===== config.mk =====
export PLATFORM = sky130hd
export DESIGN_NAME = wb_video_regs
export DESIGN_NICKNAME = d
export VERILOG_FILES = /design/src/rtl/video_regs_pkg.sv /design/src/rtl/wb_video_regs.sv
export SDC_FILE = /design/constraint.sdc
export NUM_CORES = 1
export LEC_CHECK = 0
export CAP_MARGIN = 25
export CORE_MARGIN = 3
export CORE_UTILIZATION = 54
export DETAILED_ROUTE_END_ITERATION = 8
export PLACE_DENSITY_LB_ADDON = 0.08
export SKIP_LAST_GASP = 1
export SLEW_MARGIN = 0
export SYNTH_ARGS = -nofsm -noshare
export SYNTH_HDL_FRONTEND = slang
export SYNTH_SLANG_ARGS = --single-unit

===== constraint.sdc =====
create_clock -name clk -period 1.8 [get_ports clk]
set_input_delay 0.36 -clock clk [delete_from_list [all_inputs] [get_ports clk]]
set_output_delay 0.36 -clock clk [all_outputs]
set_load 0.02 [all_outputs]

===== src/rtl/video_regs_pkg.sv =====
// video_regs_pkg: register map, CTRL bit positions and reset constants for wb_video_regs
package video_regs_pkg;
  localparam logic [3:0] REG_CTRL    = 4'h0;
  localparam logic [3:0] REG_VERSION = 4'h1;
  localparam logic [3:0] REG_FG_R    = 4'h2;
  localparam logic [3:0] REG_FG_G    = 4'h3;
  localparam logic [3:0] REG_FG_B    = 4'h4;
  localparam logic [3:0] REG_STATUS  = 4'h5;
  localparam logic [3:0] REG_IRQ_EN  = 4'h6;
  localparam logic [3:0] REG_FCNT_LO = 4'h7;
  localparam logic [3:0] REG_FCNT_HI = 4'h8;
  localparam logic [3:0] REG_COMMIT  = 4'h9;
  localparam int CTRL_EN   = 6;
  localparam int CTRL_PEND = 7;
  localparam logic [23:0] RST_COLOR = 24'hFFFFFF;
endpackage


===== src/rtl/wb_video_regs.sv =====
// wb_video_regs: Wishbone register bank with frame-synchronous commit, frame counter and vblank IRQ
module wb_video_regs
  import video_regs_pkg::*;
#(
  parameter int MODE_W = 2,
  parameter int CNT_W = 16,
  parameter bit SHADOW = 1'b1,
  parameter logic [7:0] VERSION = 8'h02
) (
  input  logic              clk,
  input  logic              rst_n,
  input  logic [7:0]        wb_adr_i,
  input  logic [7:0]        wb_dat_i,
  output logic [7:0]        wb_dat_o,
  input  logic              wb_cyc_i,
  input  logic              wb_stb_i,
  input  logic              wb_we_i,
  output logic              wb_ack_o,
  input  logic              frame_start_i,
  input  logic              vblank_i,
  output logic [MODE_W-1:0] pattern_mode_o,
  output logic              enable_o,
  output logic [23:0]       fg_color_o,
  output logic              irq_o
);
  logic [3:0] adr;
  logic req, wr, unused_adr;
  logic [MODE_W-1:0] stg_mode;
  logic stg_en, pending, irq_flag, irq_en;
  logic [23:0] stg_fg;
  logic [CNT_W-1:0] cnt;
  logic [CNT_W-9:0] cnt_hold;
  logic [7:0] ctrl_rd, rdata;
  assign adr = wb_adr_i[3:0];
  assign unused_adr = ^wb_adr_i[7:4];
  assign req = wb_cyc_i & wb_stb_i & ~wb_ack_o;
  // writes land at the end of the ack cycle, so a coincident frame_start sees pre-write state
  assign wr = wb_cyc_i & wb_stb_i & wb_ack_o & wb_we_i;
  assign irq_o = irq_flag & irq_en;
  always_comb begin
    ctrl_rd = '0;
    ctrl_rd[MODE_W-1:0] = stg_mode;
    ctrl_rd[CTRL_EN] = stg_en;
    ctrl_rd[CTRL_PEND] = pending;
  end
  assign rdata = adr == REG_CTRL    ? ctrl_rd :
                 adr == REG_VERSION ? VERSION :
                 adr == REG_FG_R    ? stg_fg[23:16] :
                 adr == REG_FG_G    ? stg_fg[15:8] :
                 adr == REG_FG_B    ? stg_fg[7:0] :
                 adr == REG_STATUS  ? {6'b0, vblank_i, irq_flag} :
                 adr == REG_IRQ_EN  ? {7'b0, irq_en} :
                 adr == REG_FCNT_LO ? cnt[7:0] :
                 adr == REG_FCNT_HI ? 8'(cnt_hold) : 8'h00;
  always_ff @(posedge clk or negedge rst_n)
    if (!rst_n) begin
      wb_ack_o <= 1'b0;
      wb_dat_o <= '0;
      stg_mode <= '0;
      stg_en <= 1'b1;
      stg_fg <= RST_COLOR;
      pending <= 1'b0;
      irq_flag <= 1'b0;
      irq_en <= 1'b0;
      cnt <= '0;
      cnt_hold <= '0;
    end else begin
      wb_ack_o <= req;
      wb_dat_o <= req && !wb_we_i ? rdata : '0;
      if (req && !wb_we_i && adr == REG_FCNT_LO) cnt_hold <= cnt[CNT_W-1:8];
      if (wr && adr == REG_CTRL) begin
        stg_mode <= wb_dat_i[MODE_W-1:0];
        stg_en <= wb_dat_i[CTRL_EN];
      end
      if (wr && adr == REG_FG_R) stg_fg[23:16] <= wb_dat_i;
      if (wr && adr == REG_FG_G) stg_fg[15:8] <= wb_dat_i;
      if (wr && adr == REG_FG_B) stg_fg[7:0] <= wb_dat_i;
      if (wr && adr == REG_IRQ_EN) irq_en <= wb_dat_i[0];
      pending <= SHADOW && ((wr && adr == REG_COMMIT) || (pending && !frame_start_i));
      irq_flag <= frame_start_i || (irq_flag && !(wr && adr == REG_STATUS && wb_dat_i[0]));
      cnt <= cnt + CNT_W'(frame_start_i);
    end
  generate
    if (SHADOW) begin : g_shadow
      always_ff @(posedge clk or negedge rst_n)
        if (!rst_n) begin
          pattern_mode_o <= '0;
          enable_o <= 1'b1;
          fg_color_o <= RST_COLOR;
        end else if (frame_start_i && pending) begin
          pattern_mode_o <= stg_mode;
          enable_o <= stg_en;
          fg_color_o <= stg_fg;
        end
    end else begin : g_direct
      assign pattern_mode_o = stg_mode;
      assign enable_o = stg_en;
      assign fg_color_o = stg_fg;
    end
  endgenerate
endmodule

run_1/wires.png
Two of the layers only.
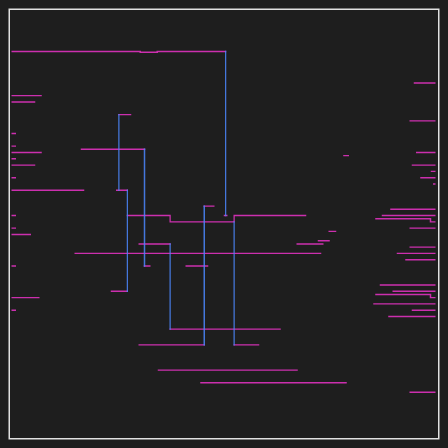
[blue] metal 4 | wire length: 173 um
[magenta] metal 3 | wire length: 492 um
DR vias: 2805
Routed WL: 9.11 mm
GRT Overall Usage: 0.231

run_1/layer_met4.png
The bar under the picture is 20 um long.
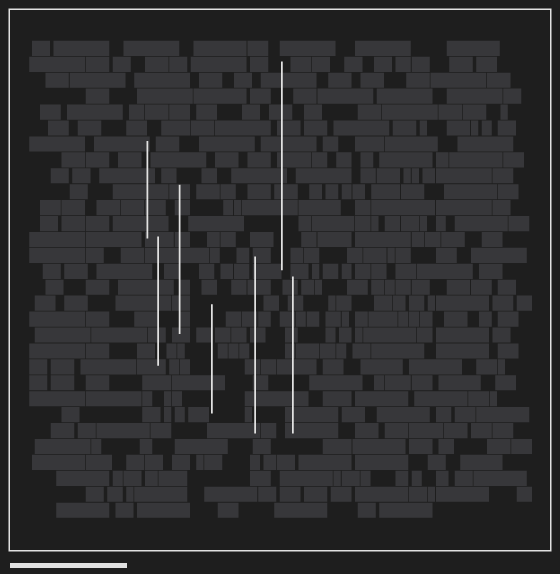
wire length on this layer: 173 um
share of all routed wire: 1.9%
nets with wire on the layer: 5
longest straight run: 35.4 um

run_1/clocks.png
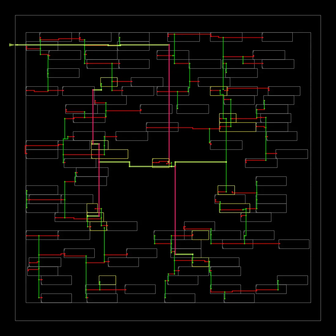
clk sink count: 90
CLK BUF: 12

[run 1: final timing paths]
| path | to | depth (start not counted) | startpoint | slack (ns) |
|---|---|---|---|---|
| min in group clk | cnt[15] | 1 | cnt[15] | 0.48 |
| max in group asynchronous | stg_fg[22] | 3 | rst_n | 0.76 |
| worst min-delay path | wb_ack_o | 2 | rst_n | 0.42 |
| worst min register to register | cnt[15] | 1 | cnt[15] | 0.48 |
| worst max-delay path | cnt_hold[2] | 6 | wb_cyc_i | 0.07 |
| worst max register to register | cnt_hold[2] | 4 | wb_ack_o | 0.17 |
[run 1: cell families (layout without fill, tap and decap cells)]
family,after synthesis,after routing
AND-OR/OR-AND,40,40
multiplexers,69,69
adder cells (fa/ha/maj),2,2
flip-flops,90,90
buffers and inverters,15,120
AND/OR/NAND/NOR,75,75
XOR/XNOR,14,14
[run 1: sequential cells by signal, indices dropped and copies added, names as in the netlist]
name and cells:
cnt 16, cnt_hold 8, enable_o 1, fg_color_o 24, irq_en 1, irq_flag 1
pattern_mode_o 2, pending 1, stg_en 1, stg_fg 24, stg_mode 2, wb_ack_o 1
wb_dat_o 8
[run 1: final cells by class]
cell class,instances,area (um2),share of cell area
Clock inverter,3,68.8,0.0131
Clock buffer,12,176,0.0335
Timing Repair Buffer,102,933,0.177
Sequential cell,90,2310,0.440
Multi-Input combinational cell,200,1640,0.312
Tap cell,96,120,0.0228
Inverter,3,11.3,0.00214
[run 1: per-stage QoR]
stage / cell area [um2] / setup TNS, ns / worst slack, ns
4_1_cts: 5250 / 0 / 0.0552
2_1_floorplan: 4020 / 0 / 0.0178
5_1_grt: 5270 / -0.00382 / -0.00382
3_3_place_gp: 5030 / -10.16 / -0.265
6_report: 5270 / 0 / 0.0705
3_5_place_dp: 5030 / -11.10 / -0.323
[run 1: placed cells by master (no fill, tap or decap), types with 3 or more instances in the layout]
master / instances
nand2b_1: 4
clkdlybuf4s50_1: 28
and3_1: 4
nor2_2: 4
dfrtp_1: 40
buf_4: 42
inv_1: 3
mux2i_1: 5
buf_12: 5
o21ai_0: 13
nand2_1: 17
nand3b_1: 4
nor2b_1: 5
mux2_2: 64
nor3_4: 3
a22o_1: 3
o22ai_1: 4
and4_1: 3
dfstp_2: 50
a21oi_1: 9
dlygate4sd2_1: 26
nand3_1: 11
nor3b_1: 3
clkbuf_8: 11
xnor2_1: 12
nor2_1: 5
[run 1: synthesized netlist by cell type, drive strengths merged]
master,count
nand4,2
o22ai,4
a32oi,1
o21ai,13
nand3,11
mux2,64
a41oi,1
a21boi,1
dfstp,50
a22oi,1
nand2b,4
a221oi,1
and4,4
a211oi,2
nor2,9
and2,2
a2bb2oi,1
a221o,1
inv,3
ha,2
xnor2,12
and3,4
clkbuf,5
a41o,1
a31oi,1
nor4b,1
nand2,18
mux2i,5
and3b,2
xor2,2
nor3,3
nor4bb,1
a21oi,9
nor3b,3
nand3b,4
nor2b,5
dfrtp,40
or3,1
a22o,3
buf,7
and2b,1
[run 1: report_power, final]
group	internal, mW	total (mW)	leakage (nW)	switching, mW
Clock	0.937	1.62	0.124	0.680
Sequential	2.15	2.27	1.06	0.119
Combinational	0.233	0.452	1.23	0.219
Total	3.32	4.34	2.41	1.02
==> reports/qor.yml, run 1 <==
yosys:
  netlist.area_leader.share: 0.327
  ys_sh_mux: 0.192
  topCombFamilyByArea: "multiplexers"
  aoi_share: 0.0629
  syn-num-nets: 330
  postSynthCellCount: 305
  simple_gate_share: 0.114
  ys_seq_share: 0.576
  yosysCellCount: 305
  syn_area_um2: 4020
  yosys_area_um2: 4020
  topCellsByArea: "dfstp_2 (33%), dfrtp_1 (25%), mux2_2 (18%)"
  synth_cell_types: 49
  synthAdderAreaFrac: 0.00623
  top_area_cell: "dfstp_2"
  postSynthAreaPerCell_um2: 13.2
  synth_warnings: 0
  ys.flops: 90
  yosys.area_share.xor_xnor: 0.0305
timing:
  hold_ws_ns: 0.421
  max_slew_margin: 0.807
  hold_viol: 0
  drv_slew: 0
  fin_crit_ns: 1.73
  fin_skew_ns: 0.00912
  max_freq_mhz: 578
  setup_viol: 0
  worstMarginPinSlew_ns: 0.288
  finalClockPeriodUsage: 0.961
setup_path:
  cp_cell_sequence: "clkdlybuf4s50_1 > nand2_1 > or3_4 > nor3_4 > buf_12 > mux2_2"
  critPathMaxStageDelay_ns: 0.48
  start_kind: "input port"
  worstPathArrival_ns: 1.97
  worst-path-buf-inv: 2
  crit_type: "input port to flop"
  critPathMaxFanout: 8
  critPathTopFamily: "simple AND/OR/NAND/NOR gates"
  cp-end-kind: "flop"
  required_ns: 2.04
floorplan:
  fp_util: 0.572
  io_pins: 60
  dieArea_um2: 8510
  rows: 30
  core-area_um2: 7020
  die_w_um: 92.2
  die_h_um: 92.2
routing:
  route.met3.wl_um: 492
  via_per_inst: 5.54
  post_drt_wl_per_cell_um: 18.0
  drc: 0
  ant_nets: 0
  drtPass1Iterations: 5
  m1WireLength_mm: 4.20
  top_layer: "met4"
  met2_length_mm: 4.24
  drt_iter0_markers: 113
place:
  dp.cells: 490
  portBuffers: 55
  dp_hpwl_mm: 6.81
  gp_congestion: 0.914
cts:
  ctsHoldBuffers: 1
  cts_resized: 26
  cts-htree-levels: 3
  ctsLongestPathBuffers: 2
  post_cts_buffers: 0
  numCtsBuffers: 9
  worstSkewPairLatency_ns: 0.35
  cts_tree: "built"
global_routing:
  top_usage_layer: "met2"
  grtUsageMet2: 0.361
  gr-usage-met3: 0.0435
  grt_pass1_wl_mm: 15.1
  grt_antenna_before_repair: 0
  grt_pass1_vias: 2818
  grt_overflow: 0
pwr:
  ir_worst_vdd_mv: 0.648
  leakage_nw: 2.41
  total_power_mw: 4.34
  p_per_area_nw_per_um2: 824
cells_and_area:
  fill_cells: 486
  antenna_cells: 0
  num-nets-final: 431
  drive_gt1_frac: 0.456
  synthToLayoutAreaGrowth_pct: 31.1
  fin_util: 0.750
  final_cells: 506
run:
  maxCapViolCount: 0
  warnings: 30
status:
  status: "finished, final reports clean"
worst_hold_path:
  hold_class: "input port to async pin"
==> run 1 -> run 2 <==
--- a/config.mk
+++ b/config.mk
@@ -5,9 +5,11 @@
 export SDC_FILE = /design/constraint.sdc
 export NUM_CORES = 1
 export LEC_CHECK = 0
+export ABC_CLOCK_PERIOD_IN_PS = 1800
 export CAP_MARGIN = 25
 export CORE_MARGIN = 3
 export CORE_UTILIZATION = 54
+export CTS_CLUSTER_DIAMETER = 50
 export DETAILED_ROUTE_END_ITERATION = 8
 export PLACE_DENSITY_LB_ADDON = 0.08
 export SKIP_LAST_GASP = 1
==> constraint.sdc (replaced) <==
create_clock -name clk -period 1.8 [get_ports clk]
set_input_delay 0.18 -clock clk [delete_from_list [all_inputs] [get_ports clk]]
set_output_delay 0.18 -clock clk [all_outputs]
set_load 0.02 [all_outputs]
run_2/wires.png
Two of the layers only.
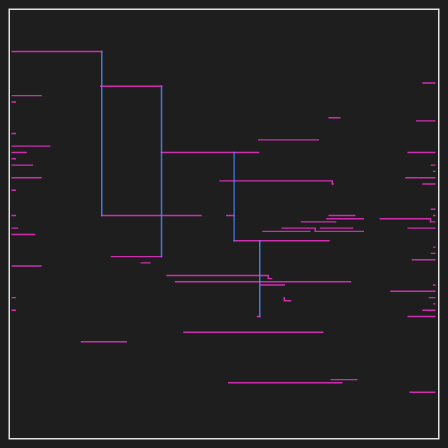
[blue] metal 4 | wire length: 107 um
[magenta] metal 3 | wire length: 460 um

run_2/clocks.png
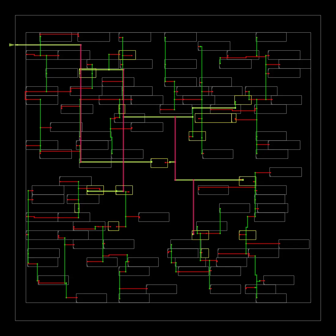
Seq cells: 90
clock skew: 0.00929 ns
Insertion Delay late pin: 0.36 ns
P_clk: 1.36 mW

==> run 2 against run 1 <==
Die area unchanged. Worst hold slack worse by 0.082 ns. Global-route usage rose by 0.077 points. Critical path type is now flop to output port. Utilization decreased by 1.2 points. Power decreased by 6.0%. Critical endpoint is now fg_color_o[6]. Clock power is 16% lower. Setup slack gained 0.050 ns. Wire length rose by 0.78%. Sequential cell count is the same. Combinational power down 2%. Largest power group unchanged. Synthesized cell count is the same. Critical path depth down 5.
==> reports/qor.yml, run 2 <==
status:
  status: "finished, final reports clean"
pwr:
  leakage_nw: 2.21  # -8.1%
  ir_worst_vdd_mv: 0.592  # -8.7%
  p_per_area_nw_per_um2: 787  # -4.5%
timing:
  drv_slew: 0  # unchanged
  max_slew_margin: 0.643  # -0.165
  finalClockPeriodUsage: 0.933  # -0.0279
  fin_setup_tns_ns: 0  # unchanged
  setup_viol: 0  # unchanged
  fin_crit_ns: 1.68  # -0.0503 ns
  worstMarginPinSlew_ns: 0.536  # +0.248 ns
  hold_viol: 0  # unchanged
  setup_ws_ns: 0.121  # +0.0503 ns
  max_freq_mhz: 595  # +3.0%
  rsz0062_at_grt: "false"
global_routing:
  grt.total_usage: 0.231  # +0.000774
  grt_pass1_vias: 2891  # +2.6%
  grt_overflow: 0  # unchanged
  grt_pass1_wl_mm: 15.1  # -0.41%
  grt_antenna_before_repair: 0  # unchanged
  grt_max_degree: 42
routing:
  drtPass1Iterations: 4  # -1
  drc: 0  # unchanged
  ant_nets: 0  # unchanged
  post_drt_wl_per_cell_um: 18.4  # +2.4%
  drt_iter0_markers: 124  # +9.7%
  via_per_inst: 5.54  # about the same
cts:
  clk_pin_slew_ns: 0.08
  cts_tree: "built"
  numCtsBuffers: 9  # unchanged
  post_cts_buffers: 0  # unchanged
  ctsHoldBuffers: 1  # unchanged
  cts_root_buffer: "clkbuf_8"
  cts_sinks: 90  # unchanged
  cts_resized: 0  # -100%
  ctsLongestPathBuffers: 2  # unchanged
  cts-htree-levels: 3  # unchanged
setup_path:
  worst-path-buf-inv: 1  # -1
  critPathMaxStageDelay_ns: 0.60  # +0.12 ns
  critPathTopFamily: "buffers and inverters"
  worstPathArrival_ns: 1.50  # -0.47 ns
  startpoint: "fg_color_o[6]"
  r2r-end: "cnt_hold[0]"
  critPathMaxFanout: 2  # -6
  regToRegStartpoint: "wb_ack_o"
  cp-end-kind: "output port"
  ff2ff_path_depth: 4  # unchanged
  start_kind: "flop"
  required_ns: 1.62  # -0.42 ns
  crit_slowest_cell: "clkdlybuf4s50_1"
  timing.reg2reg.setup_slack_ns: 0.12  # -0.05 ns
  crit_type: "flop to output port"
  cp_cell_sequence: "clkdlybuf4s50_1"
yosys:
  simple_gate_share: 0.114  # unchanged
  yosys_area_um2: 4020  # unchanged
  postSynthCellCount: 305  # unchanged
  ys.flop_type: "dfstp_2"
  yosys.area_share.xor_xnor: 0.0305  # unchanged
  postSynthAreaPerCell_um2: 13.2  # unchanged
  synth_cell_types: 49  # unchanged
  ys_sh_mux: 0.192  # unchanged
  netlist.area_leader.share: 0.327  # unchanged
  synth.most_common_cell: "mux2_2"
  syn-num-nets: 330  # unchanged
  aoi_share: 0.0629  # unchanged
  synthAdderAreaFrac: 0.00623  # unchanged
  topCellsByArea: "dfstp_2 (33%), dfrtp_1 (25%), mux2_2 (18%)"
  top_area_cell: "dfstp_2"
  syn_area_um2: 4020  # unchanged
  ys.flops: 90  # unchanged
  async_reset_ff_frac: 1.00  # unchanged
  topCombFamilyByArea: "multiplexers"
  yosysCellCount: 305  # unchanged
  edf_count: 0  # unchanged
  ys_seq_share: 0.576  # unchanged
  synth_warnings: 0  # unchanged
  common_cells: "mux2_2 (64), dfstp_2 (50), dfrtp_1 (40), nand2_1 (17), o21ai_0 (13)"
floorplan:
  core-area_um2: 7020  # unchanged
  fp_util: 0.572  # unchanged
  io_pins: 60  # unchanged
  die_h_um: 92.2  # unchanged
  rows: 30  # unchanged
  die_w_um: 92.2  # unchanged
  dieArea_um2: 8510  # unchanged
place:
  placed_area_um2: 4980  # -1.1%
  gp_congestion: 0.899  # -1.7%
  portBuffers: 55  # unchanged
  place_ws_ns: -0.144  # +0.179 ns
  dp_hpwl_mm: 6.69  # -1.8%
cells_and_area:
  num-nets-final: 422  # -2.1%
  lay_top_cells: "mux2_2 (64), clkdlybuf4s50_1 (54), dfstp_2 (50), dfrtp_1 (40), buf_4 (32)"
  synthToLayoutAreaGrowth_pct: 29.0
  drive_gt1_frac: 0.438  # -0.0183
  fin_util: 0.738  # -0.0119
  largestRegisters: "fg_color_o: 24 flops, stg_fg: 24 flops, cnt: 16 flops"
  antenna_cells: 0  # unchanged
  lay_top_count: "mux2_2"
  stdcell_area_um2: 5180  # -1.6%
worst_hold_path:
  hold_class: "input port to async pin"
run:
  maxCapViolCount: 0  # unchanged
  warnings: 30  # unchanged
run_2/layer_met1.png
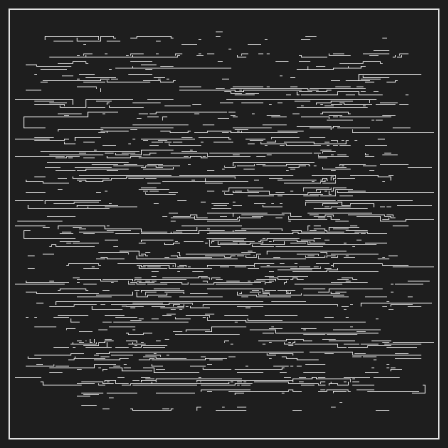
wire length on this layer: 4210 um
nets with wire on the layer: 382
main direction: horizontal
longest straight run: 44.6 um
Routed WL: 9.18 mm
DR vias: 2758
met1 GRT Util: 0.318

run 2: cell counts after synthesis:
No cell type changed its count.
run 2: final cells by class:
| class | instances | area [um2] |
|---|---|---|
| fill | 496 | 1840 |
| inverter | 3 | 11.3 |
| tap | 96 | 120 |
| timing repair buffer | 93 | 911 |
| multi-input combinational | 200 | 1630 |
| clock inverter | 4 | 50.0 |
| clock buffer | 12 | 145 |
| sequential | 90 | 2310 |
run 2: worst reg2reg max path: stages (launching register included):
cell and delay, ns:
dfrtp_1 0.41, or3_1 0.45, nor3_4 0.22, buf_12 0.15, mux2_2 0.33
run 2: cell families after synthesis:
group	after synthesis
xor+xnor	14
simple gates	75
flops	90
fa+ha+maj	2
compound gates	40
mux	69
buf+inv	15
run 2: worst max path at each step:
stage / to / slack (ns) / cells past startpoint
4_1_cts: fg_color_o[14] / 0.1 / 1
3_3_place_gp: cnt_hold[2] / -0.09 / 6
2_1_floorplan: cnt_hold[0] / 0.02 / 4
3_5_place_dp: cnt_hold[0] / -0.14 / 6
5_1_grt: cnt_hold[2] / 0.04 / 4
6_report: fg_color_o[6] / 0.12 / 1
run 2: power breakdown:
group	internal, mW	switching [mW]
combinational	0.223	0.218
clock	0.682	0.680
sequential	2.15	0.124
total	3.05	1.02
run 2: metrics by stage:
step / power (mW) / instances / hold slack, ns
after detailed placement: 2.74 / 481 / 0.199
after CTS: 4.12 / 498 / 0.352
after global placement: 2.73 / 481 / 0.188
after floorplan: 2.48 / 305 / -0.116
after global routing: 4.25 / 498 / 0.362
final: 4.08 / 498 / 0.339
run 2: routing by layer:
layer	GRT usage	vias to the layer above	wire length [um]
li1	-	1275	-
met5	0	-	0
met3	0.0459	10	459
met4	0.0743	0	107
met1	0.318	1384	4210
met2	0.372	89	4410
==> run 2 -> run 3 <==
--- a/config.mk
+++ b/config.mk
@@ -13,7 +13,6 @@
 export DETAILED_ROUTE_END_ITERATION = 8
 export PLACE_DENSITY_LB_ADDON = 0.08
 export SKIP_LAST_GASP = 1
-export SLEW_MARGIN = 0
 export SYNTH_ARGS = -nofsm -noshare
 export SYNTH_HDL_FRONTEND = slang
 export SYNTH_SLANG_ARGS = --single-unit
==> run 3 against run 2 <==
Non-clock buffer count unchanged. Worst hold slack unchanged. Count of clock-buffer cells in the layout is the same. Sequential cell count unchanged. Global-route usage is the same. Cell area is the same. Power unchanged. Final cell count did not move. Register-to-register slack hardly changed. Critical path depth stayed put. Sequential power hardly changed. Critical path type unchanged.
==> reports/qor.yml, run 3 <==
status:
  status: "finished, final reports clean"
cts:
  cts_tree: "built"
  numCtsBuffers: 9  # unchanged
  post_cts_buffers: 0  # unchanged
  clk_pin_slew_ns: 0.08  # about the same
  ctsHoldBuffers: 1  # unchanged
  cts_resized: 0  # unchanged
  ctsLongestPathBuffers: 2  # unchanged
  cts_sinks: 90  # unchanged
  cts-htree-levels: 3  # unchanged
  cts_root_buffer: "clkbuf_8"
  worstSkewPairLatency_ns: 0.36  # about the same
yosys:
  ys_sh_mux: 0.192  # unchanged
  async_reset_ff_frac: 1.00  # unchanged
  common_cells: "mux2_2 (64), dfstp_2 (50), dfrtp_1 (40), nand2_1 (17), o21ai_0 (13)"
  synthAdderAreaFrac: 0.00623  # unchanged
  syn_area_um2: 4020  # unchanged
  yosys_area_um2: 4020  # unchanged
  postSynthCellCount: 305  # unchanged
  top_area_cell: "dfstp_2"
  postSynthAreaPerCell_um2: 13.2  # unchanged
  ys.flop_type: "dfstp_2"
  edf_count: 0  # unchanged
  netlist.area_leader.share: 0.327  # unchanged
  synth_cell_types: 49  # unchanged
  synth.most_common_cell: "mux2_2"
  synth_warnings: 0  # unchanged
  yosys.area_share.xor_xnor: 0.0305  # unchanged
cells_and_area:
  lay_top_count: "mux2_2"
  synthToLayoutAreaGrowth_pct: 29.0  # unchanged
  antenna_cells: 0  # unchanged
  fin_util: 0.738  # unchanged
  stdcell_area_um2: 5180  # unchanged
  lay_top_cells: "mux2_2 (64), clkdlybuf4s50_1 (54), dfstp_2 (50), dfrtp_1 (40), buf_4 (32)"
setup_path:
  cp-end-kind: "output port"
  critPathMaxStageDelay_ns: 0.60  # about the same
  worst-path-buf-inv: 1  # unchanged
  worstPathArrival_ns: 1.50  # about the same
  critPathTopFamily: "buffers and inverters"
  required_ns: 1.62  # about the same
floorplan:
  dieArea_um2: 8510  # unchanged
  fp_util: 0.572  # unchanged
  core-area_um2: 7020  # unchanged
global_routing:
  grt_overflow: 0  # unchanged
  grt_antenna_before_repair: 0  # unchanged
  grt.total_usage: 0.231  # unchanged
run:
  maxCapViolCount: 0  # unchanged
pwr:
  p_per_area_nw_per_um2: 787  # unchanged
timing:
  fin_skew_ns: 0.00929  # unchanged
  max_slew_margin: 0.643  # unchanged
  rsz0062_at_grt: "false"
  drv_slew: 0  # unchanged
  fin_crit_ns: 1.68  # unchanged
  worstMarginPinSlew_ns: 0.536  # unchanged
routing:
  ant_nets: 0  # unchanged
  vias: 2758  # unchanged
  totalWireLength_mm: 9.18  # unchanged
worst_hold_path:
  hold_class: "input port to async pin"
place:
  portBuffers: 55  # unchanged
  dp.cells: 481  # unchanged
  gp_congestion: 0.899  # unchanged
[run 3: cell counts in the layout (fill, tap and decap cells not counted)]
Identical to the previous run, type by type.
[run 3: area by class of cell]
cell class              count  area [um2]
well taps                  96         120
inverters                   3        11.3
flip-flops and latches     90        2310
repair buffers             93         911
clock inverters             4        50.0
clock buffers              12         145
multi-input cells         200        1630
fillers                   496        1840
[run 3: worst reg2reg max path, cell delays in order (launching register included)]
cell     delay, ns
dfrtp_1       0.41
or3_1         0.45
nor3_4        0.22
buf_12        0.15
mux2_2        0.33
[run 3: cells by family (layout without fill, tap and decap cells)]
group	count (synthesis)	count (layout)
fa+ha+maj	2	2
flops	90	90
simple gates	75	75
compound gates	40	40
mux	69	69
xor+xnor	14	14
buf+inv	15	112
[run 3: power by group]
group / leakage [nW] / internal (mW) / switching (mW)
combinational: 1.06 / 0.223 / 0.218
clock: 0.101 / 0.682 / 0.680
sequential: 1.06 / 2.15 / 0.124
[run 3: routing by layer]
metal / part of all wire / GRT usage / up-vias
li1: - / - / 1275
met1: 0.46 / 0.318 / 1384
met2: 0.48 / 0.372 / 89
met3: 0.050 / 0.0459 / 10
met4: 0.012 / 0.0743 / 0
met5: 0 / 0 / -
[run 3: worst paths after layout]
check | cells after the start | slack [ns] | startpoint | end
worst min-delay path | 2 | 0.34 | rst_n | wb_ack_o
worst max-delay path | 1 | 0.12 | fg_color_o[6] | fg_color_o[6]
worst max register to register | 4 | 0.12 | wb_ack_o | cnt_hold[0]
min in group clk | 3 | 0.42 | wb_cyc_i | wb_ack_o
worst min register to register | 1 | 0.47 | cnt[15] | cnt[15]
max in group asynchronous | 3 | 0.81 | rst_n | stg_fg[4]
[run 3: through the flow]
| stage | TNS [ns] | total power, mW | worst slack (ns) |
|---|---|---|---|
| floorplan | 0 | 2.48 | 0.0178 |
| finish | 0 | 4.08 | 0.121 |
| global placement | -1.62 | 2.73 | -0.0851 |
| global route | 0 | 4.25 | 0.0410 |
| detailed placement | -2.38 | 2.74 | -0.144 |
| CTS | 0 | 4.12 | 0.0979 |
run_3/layer_met2.png
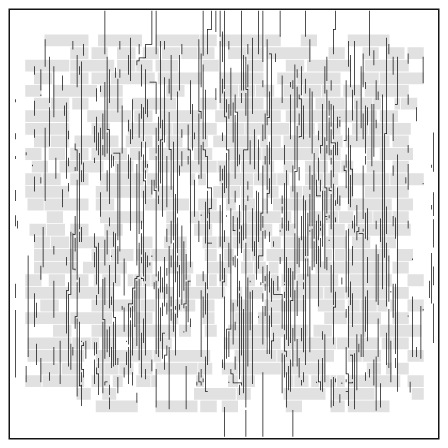
wire length on this layer: 4410 um
main direction: vertical
nets with wire on the layer: 380

run_3/wires.png
Two of the layers only.
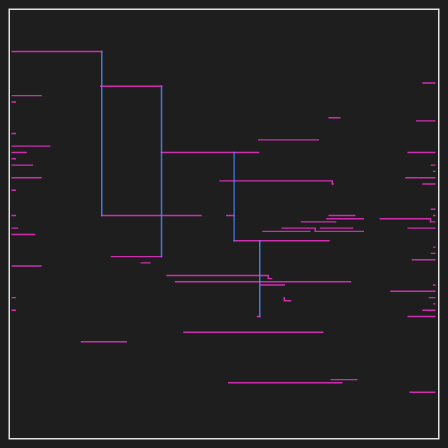
[blue] metal 4 | wire length: 107 um
[magenta] metal 3 | wire length: 460 um

run_3/sizes.png
The bar under the picture is 20 um long.
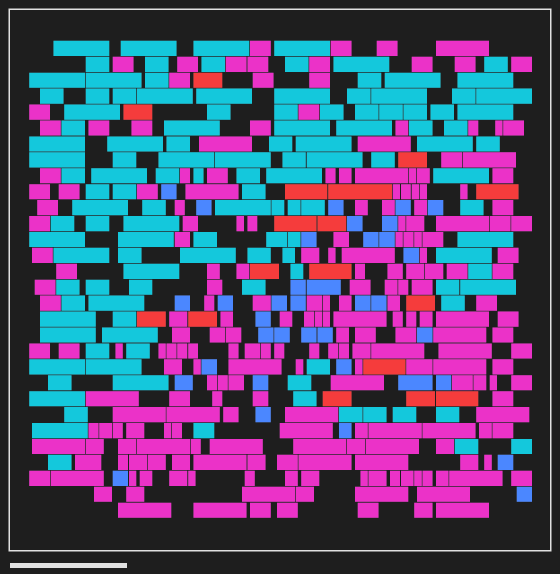
[blue] _3 and _4 cells | cells: 36 | share: 9.0% | most used: buf_4
[magenta] _0 and _1 cells | cells: 226 | share: 56% | most used: clkdlybuf4s50_1
[cyan] _2 cells | cells: 123 | share: 31% | most used: mux2_2
[red] _6 and larger | cells: 17 | share: 4.2% | most used: clkbuf_8
bufs w/o clock: 93
final worst slack: 0.121 ns

No activity file was given, so power comes from the tool's default toggle rates.
